met3.png
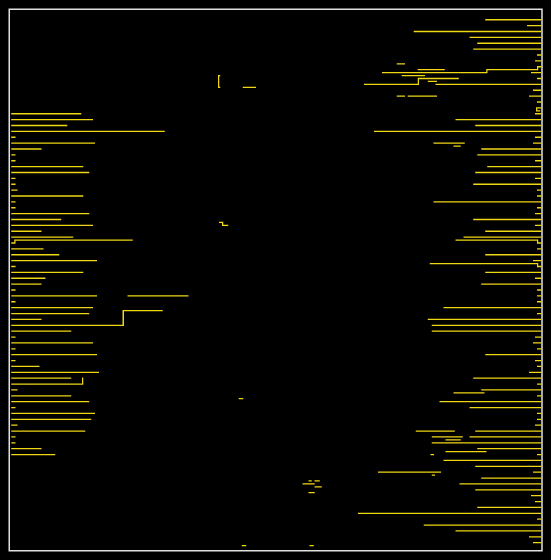
gate_families.png
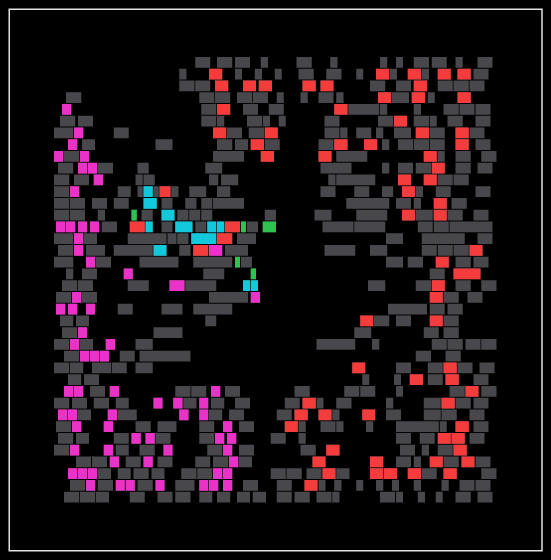
final_congestion.png
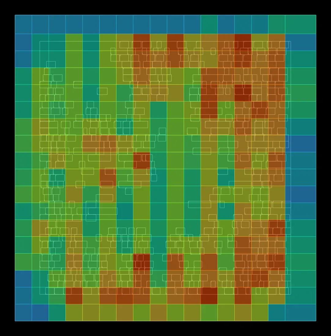
--- config.mk ---
export PLATFORM = sky130hd
export DESIGN_NAME = dmem_arbiter
export DESIGN_NICKNAME = d
export VERILOG_FILES = /design/src/rtl/dmem_arb_pkg.sv /design/src/rtl/dmem_arbiter_chk.sv /design/src/rtl/dmem_arbiter_starve_cnt.sv /design/src/rtl/dmem_arbiter.sv
export SDC_FILE = /design/constraint.sdc
export NUM_CORES = 1
export LEC_CHECK = 0
export CORE_AREA = 10 10 113 115
export CTS_CLUSTER_DIAMETER = 40
export CTS_CLUSTER_SIZE = 14
export DETAILED_ROUTE_END_ITERATION = 12
export DIE_AREA = 0 0 123 125
export PLACE_DENSITY = 0.65
export SKIP_LAST_GASP = 1
export SLEW_MARGIN = 0
export SYNTH_ARGS = -nofsm -noshare
export SYNTH_HDL_FRONTEND = slang
export SYNTH_SLANG_ARGS = --single-unit
--- constraint.sdc ---
create_clock -name i_clk -period 2.45 [get_ports i_clk]
set_clock_uncertainty 0.15 [all_clocks]
set_input_delay 0.49 -clock i_clk [delete_from_list [all_inputs] [get_ports i_clk]]
set_output_delay 0.49 -clock i_clk [all_outputs]
set_load 0.01 [all_outputs]
--- src/rtl/dmem_arb_pkg.sv ---
// Shared types for the data-memory arbiter: FSM states, port ownership and the
// per-port request bundle.
package dmem_arb_pkg;

  localparam int unsigned REQ_AW = 32;

  typedef enum logic {
    ARB_IDLE = 1'b0,
    ARB_WAIT = 1'b1
  } arb_state_e;

  typedef enum logic {
    OWN_CPU = 1'b0,
    OWN_DBG = 1'b1
  } arb_owner_e;

  typedef struct packed {
    logic              wren;
    logic [REQ_AW-1:0] addr;
    logic [31:0]       wdata;
    logic [3:0]        bmask;
  } mem_req_t;

  function automatic mem_req_t make_req(input logic              wren,
                                        input logic [REQ_AW-1:0] addr,
                                        input logic [31:0]       wdata,
                                        input logic [3:0]        bmask);
    mem_req_t r;
    r.wren  = wren;
    r.addr  = addr;
    r.wdata = wdata;
    r.bmask = bmask;
    return r;
  endfunction

endpackage

--- src/rtl/dmem_arbiter_chk.sv ---
// Parameter legality and request-protocol checks for dmem_arbiter.
module dmem_arbiter_chk
  import dmem_arb_pkg::*;
#(
  parameter int unsigned RD_LAT     = 1,
  parameter int unsigned STARVE_MAX = 4,
  parameter int unsigned AW         = 32
) (
  input logic i_clk,
  input logic i_reset,
  input logic i_cpu_req,
  input logic i_cpu_gnt,
  input logic i_dbg_req,
  input logic i_dbg_gnt
);

  if (RD_LAT < 1) begin : g_bad_rd_lat
    $error("dmem_arbiter: RD_LAT must be at least 1");
  end
  if (STARVE_MAX < 1) begin : g_bad_starve
    $error("dmem_arbiter: STARVE_MAX must be at least 1");
  end
  if (AW > REQ_AW) begin : g_bad_aw
    $error("dmem_arbiter: AW exceeds request bundle address width");
  end

  a_cpu_hold: assert property (@(posedge i_clk) disable iff (!i_reset)
    (i_cpu_req && !i_cpu_gnt) |=> i_cpu_req)
    else $error("cpu request withdrawn before grant");

  a_dbg_hold: assert property (@(posedge i_clk) disable iff (!i_reset)
    (i_dbg_req && !i_dbg_gnt) |=> i_dbg_req)
    else $error("dbg request withdrawn before grant");

endmodule

--- src/rtl/dmem_arbiter_starve_cnt.sv ---
// Saturating count of consecutive arbitrations the debug port has lost; the
// full flag forces the next debug request through.
module arb_starve_cnt #(
  parameter int unsigned MAX = 4
) (
  input  logic i_clk,
  input  logic i_reset,
  input  logic i_clr,
  input  logic i_inc,
  output logic o_full
);

  localparam int unsigned W = (MAX > 0) ? $clog2(MAX + 1) : 1;

  logic [W-1:0] cnt_q;
  logic [W-1:0] cnt_d;

  assign o_full = (cnt_q == W'(MAX));

  // Clear wins over increment; increment stops at MAX.
  always_comb begin
    cnt_d = cnt_q;
    if (i_clr) begin
      cnt_d = {W{1'b0}};
    end else if (i_inc && !o_full) begin
      cnt_d = cnt_q + W'(1'b1);
    end else begin
      cnt_d = cnt_q;
    end
  end

  // Counter register.
  always_ff @(posedge i_clk or negedge i_reset) begin
    if (!i_reset) begin
      cnt_q <= {W{1'b0}};
    end else begin
      cnt_q <= cnt_d;
    end
  end

endmodule

--- src/rtl/dmem_arbiter.sv ---
// Single-port data-memory arbiter between the pipeline MEM stage and the debug
// port: CPU priority with a starvation guard, read-latency sequencing, read routing.
module dmem_arbiter
  import dmem_arb_pkg::*;
#(
  parameter int unsigned RD_LAT     = 1,
  parameter int unsigned STARVE_MAX = 4,
  parameter int unsigned AW         = 32
) (
  input  logic          i_clk,
  input  logic          i_reset,
  input  logic          i_cpu_req,
  input  logic          i_cpu_wren,
  input  logic [AW-1:0] i_cpu_addr,
  input  logic [31:0]   i_cpu_wdata,
  input  logic [3:0]    i_cpu_bmask,
  output logic          o_cpu_gnt,
  output logic          o_cpu_rvalid,
  output logic [31:0]   o_cpu_rdata,
  output logic          o_cpu_stall,
  input  logic          i_dbg_req,
  input  logic          i_dbg_wren,
  input  logic [AW-1:0] i_dbg_addr,
  input  logic [31:0]   i_dbg_wdata,
  input  logic [3:0]    i_dbg_bmask,
  output logic          o_dbg_gnt,
  output logic          o_dbg_rvalid,
  output logic [31:0]   o_dbg_rdata,
  output logic          o_mem_en,
  output logic          o_mem_wren,
  output logic [AW-1:0] o_mem_addr,
  output logic [31:0]   o_mem_wdata,
  output logic [3:0]    o_mem_bmask,
  input  logic [31:0]   i_mem_rdata
);

  localparam int unsigned LW = (RD_LAT > 1) ? $clog2(RD_LAT) : 1;

  arb_state_e state_q, state_d;
  arb_owner_e owner_q, owner_d;
  logic [LW-1:0] lat_cnt_q, lat_cnt_d;

  logic     starve_full;
  logic     rsp_due;
  logic     issue_ok;
  logic     cpu_win;
  logic     dbg_win;
  logic     issue_read;
  mem_req_t cpu_fields;
  mem_req_t dbg_fields;
  mem_req_t win_fields;

  assign cpu_fields = make_req(i_cpu_wren, REQ_AW'(i_cpu_addr), i_cpu_wdata, i_cpu_bmask);
  assign dbg_fields = make_req(i_dbg_wren, REQ_AW'(i_dbg_addr), i_dbg_wdata, i_dbg_bmask);

  // Arbitration: a new access may issue in IDLE or in the cycle the pending read returns.
  always_comb begin
    rsp_due    = (state_q == ARB_WAIT) && (lat_cnt_q == {LW{1'b0}});
    issue_ok   = (state_q == ARB_IDLE) || rsp_due;
    dbg_win    = issue_ok && i_dbg_req && (starve_full || !i_cpu_req);
    cpu_win    = issue_ok && i_cpu_req && !dbg_win;
    win_fields = '0;
    if (dbg_win) begin
      win_fields = dbg_fields;
    end else if (cpu_win) begin
      win_fields = cpu_fields;
    end else begin
      win_fields = '0;
    end
    issue_read = (cpu_win || dbg_win) && !win_fields.wren;
  end

  arb_starve_cnt #(
    .MAX (STARVE_MAX)
  ) u_starve (
    .i_clk   (i_clk),
    .i_reset (i_reset),
    .i_clr   (dbg_win),
    .i_inc   (cpu_win && i_dbg_req),
    .o_full  (starve_full)
  );

  assign o_cpu_gnt    = cpu_win;
  assign o_dbg_gnt    = dbg_win;
  assign o_cpu_stall  = i_cpu_req && !cpu_win;
  assign o_mem_en     = cpu_win || dbg_win;
  assign o_mem_wren   = win_fields.wren;
  assign o_mem_addr   = win_fields.addr[AW-1:0];
  assign o_mem_wdata  = win_fields.wdata;
  assign o_mem_bmask  = win_fields.bmask;
  assign o_cpu_rvalid = rsp_due && (owner_q == OWN_CPU);
  assign o_dbg_rvalid = rsp_due && (owner_q == OWN_DBG);
  assign o_cpu_rdata  = o_cpu_rvalid ? i_mem_rdata : 32'h0000_0000;
  assign o_dbg_rdata  = o_dbg_rvalid ? i_mem_rdata : 32'h0000_0000;

  // Next state: a read parks the FSM in WAIT for RD_LAT cycles; writes never leave IDLE.
  always_comb begin
    state_d   = state_q;
    owner_d   = owner_q;
    lat_cnt_d = lat_cnt_q;
    case (state_q)
      ARB_IDLE: begin
        if (issue_read) begin
          state_d   = ARB_WAIT;
          owner_d   = dbg_win ? OWN_DBG : OWN_CPU;
          lat_cnt_d = LW'(RD_LAT - 1);
        end else begin
          state_d = ARB_IDLE;
        end
      end
      ARB_WAIT: begin
        if (!rsp_due) begin
          lat_cnt_d = lat_cnt_q - LW'(1'b1);
        end else if (issue_read) begin
          owner_d   = dbg_win ? OWN_DBG : OWN_CPU;
          lat_cnt_d = LW'(RD_LAT - 1);
        end else begin
          state_d = ARB_IDLE;
        end
      end
      default: begin
        state_d = ARB_IDLE;
      end
    endcase
  end

  // FSM registers; an in-flight read is simply forgotten on reset.
  always_ff @(posedge i_clk or negedge i_reset) begin
    if (!i_reset) begin
      state_q   <= ARB_IDLE;
      owner_q   <= OWN_CPU;
      lat_cnt_q <= {LW{1'b0}};
    end else begin
      state_q   <= state_d;
      owner_q   <= owner_d;
      lat_cnt_q <= lat_cnt_d;
    end
  end

  dmem_arbiter_chk #(
    .RD_LAT     (RD_LAT),
    .STARVE_MAX (STARVE_MAX),
    .AW         (AW)
  ) u_chk (
    .i_clk     (i_clk),
    .i_reset   (i_reset),
    .i_cpu_req (i_cpu_req),
    .i_cpu_gnt (o_cpu_gnt),
    .i_dbg_req (i_dbg_req),
    .i_dbg_gnt (o_dbg_gnt)
  );

endmodule

==> out/highlights.md <==
* **proportion of synthesized area in mux cells** 0%
* **post-synth net total** 371
* **input/output buffers** 312
* **cell group occupying the most layout area** buffers
* **CTS Sinks** 6
* **most flop-heavy register** u_starve.cnt_q
* **nonclk buf count** 352
* **share of the synthesized netlist area taken by xor and xnor gates** 0%
* **number of setup violations in the final report** 76
* **outcome** finished with violations
* **GRT Total Usage** 17.56%
* **routed wire length** 15.38 mm
* **simple logic cell fraction of the synthesized area** 30.51%
* **actual slew at the worst max-slew pin** 0.2732 ns
* **area of the placeable core** 10,600 um2
* **uppermost routed layer** met4
* **power dissipated in combinational cells** 1.33 mW
* **number of multi-input logic gates** 162
* **worst path arrival time** 1.95 ns
* **TritonCTS clock tree** yes
* **Dominant comb cell** AND-OR/OR-AND gates
* **count of non-CTS inverters in the layout** 5
* **maximum fanout count along the critical path** 7
* **cell area after placement** 4913 um2
* **CP delay by family, top** buffers and inverters
* **setup slack of the critical path after layout** -0.1444 ns
* **max-slew violation count** 0
* **drt pass-1 iters** 4
* **final worst path period need** 2.594 ns
* **post-layout period usage of the worst path** 105.9%
* **r2r endpoint** u_starve.cnt_q[1]$_DFFE_PN0P_
* **filler instances** 1,044
* **synthesized chip area reported by yosys** 1538 um2
* **routed metal-1 wirelength** 5.477 mm
* **total number of sequential cells** 6
* **fraction of synthesis flops using an asynchronous set or reset pin** 100.0%
* **fraction of the mapped netlist area in adder cells** 1.627%
* **final hold violations** 0
* **Leading power group** combinational cells
* **net load switching power** 0.5835 mW
* **met2 wirelength from detailed routing** 8.114 mm
* **remaining number of nets flagged by the antenna check after routing** 0
* **sequential-to-total area share from yosys stat** 9.764%
* **clk ins delay skew pair** 0.22 ns
* **most common logic cells in the final layout** sky130_fd_sc_hd__clkdlybuf4s50_1, sky130_fd_sc_hd__a22o_1, sky130_fd_sc_hd__and2_1
* **Pre-Place Util** 14.50%
* **buffers from clock root to sink, at most** 2
* **slowest CP cell** sky130_fd_sc_hd__dfrtp_1
* **cell taking the most area after synthesis** sky130_fd_sc_hd__a22o_1
* **Reg2Reg Setup Slack** 0.65 ns
* **part of the power in combinational logic** 82.5%
* **clock root buffer** sky130_fd_sc_hd__clkbuf_8
* **path length in cells of the critical path** 9
* **Registers, synthesis** 6
* **total number of H-tree levels** 1
* **violations in the final reports** setup timing
* **critical path, cell by cell** inv_1 -> ha_2 -> a32oi_2 -> and2_4 -> buf_12 -> buf_12 -> buf_16 -> a22o_1 -> buf_6
* **fraction of area in registers** 2.953%
* **max-cap violation count** 0
* **sequential share of power** 8.5%
* **setup repair after global routing missed its margin** yes
* **total leakage power** 2.483 nW
* **final hold slack** 0.3655 ns
* **area taken by multi-input logic gates** 1257 um2
* **first-pass GRT wire length** 20.77 mm
* **Post-Syn Instances** 195
* **relative contribution of the clock network to total power** 9.0%
* **type of destination of the critical path** output port
* **Congestion Overflow GR** 0
* **number of global-route vias before repair** 3,136
* **switching power as a share of total power** 36.30%
* **average via count per standard cell** 4.584
* **routed len/inst** 23.02 um
* **most numerous cell on the critical path** sky130_fd_sc_hd__buf_12
* **FP Rows** 38
* **Max-Slew Margin vs Limit** 81.73%
* **distinct cell type count after synthesis** 29
* **post-synth tally of flip-flops with integrated enable** 0
* **setup TNS** -4.750 ns
* **clock slew at the register clock pins of the worst setup and hold paths** 0.03 ns
* **area taken by flip-flops and latches** 150.1 um2
* **metal3 WL** 1.724 mm
* **cells in synth_stat.txt** 195
* **Worst Setup Path Type** register to output port
* **total half-perimeter wirelength after legalization and detailed placement** 12.17 mm
* **final routed DRC violation total** 0
* **internal power component** 1.024 mW
* **number of flip-flops in the largest register** 3
## Picture notes: met3.png
The longest straight run is 42.1 um. The wires run mostly horizontal. The layer carries 1,720 um of wire. The layer holds 11% of the routed length. 168 nets have wire on it.

## Picture notes: gate_families.png
AND-OR and OR-AND gates: shown in red, cells 73, most used a22o_1. inverting AOI/OAI gates: shown in cyan, cells 11, most used a21oi_1. inverters: shown in green, cells 5, most used inv_1, where center. AND and OR gates: shown in magenta, cells 68, most used and2_1.
combinational fraction of the cell area: 24.73%
most common cell after layout, fill and taps aside: sky130_fd_sc_hd__clkdlybuf4s50_1
Cell Count, Final, Fillers Out: 668

## Picture notes: final_congestion.png
utilization after layout: 47.96%
most heavily used metal layer in global routing: met2
met1 layer usage reported by global route: 18.24%
met3 usage in global routing: 6.976%

## Yosys cell counts (2+ instances only)
library cell and number:
sky130_fd_sc_hd__inv_1 4, sky130_fd_sc_hd__clkbuf_1 6, sky130_fd_sc_hd__a21oi_1 3, sky130_fd_sc_hd__a21bo_2 2, sky130_fd_sc_hd__ha_1 2, sky130_fd_sc_hd__and2_1 65
sky130_fd_sc_hd__nand3_1 2, sky130_fd_sc_hd__buf_2 2, sky130_fd_sc_hd__a32o_1 2, sky130_fd_sc_hd__a22o_1 68, sky130_fd_sc_hd__dfrtp_1 6, sky130_fd_sc_hd__a31oi_1 2
sky130_fd_sc_hd__buf_6 5, sky130_fd_sc_hd__nand2_1 3, sky130_fd_sc_hd__buf_4 9
Power figures rest on the tool's default switching activity, not on a simulated workload.
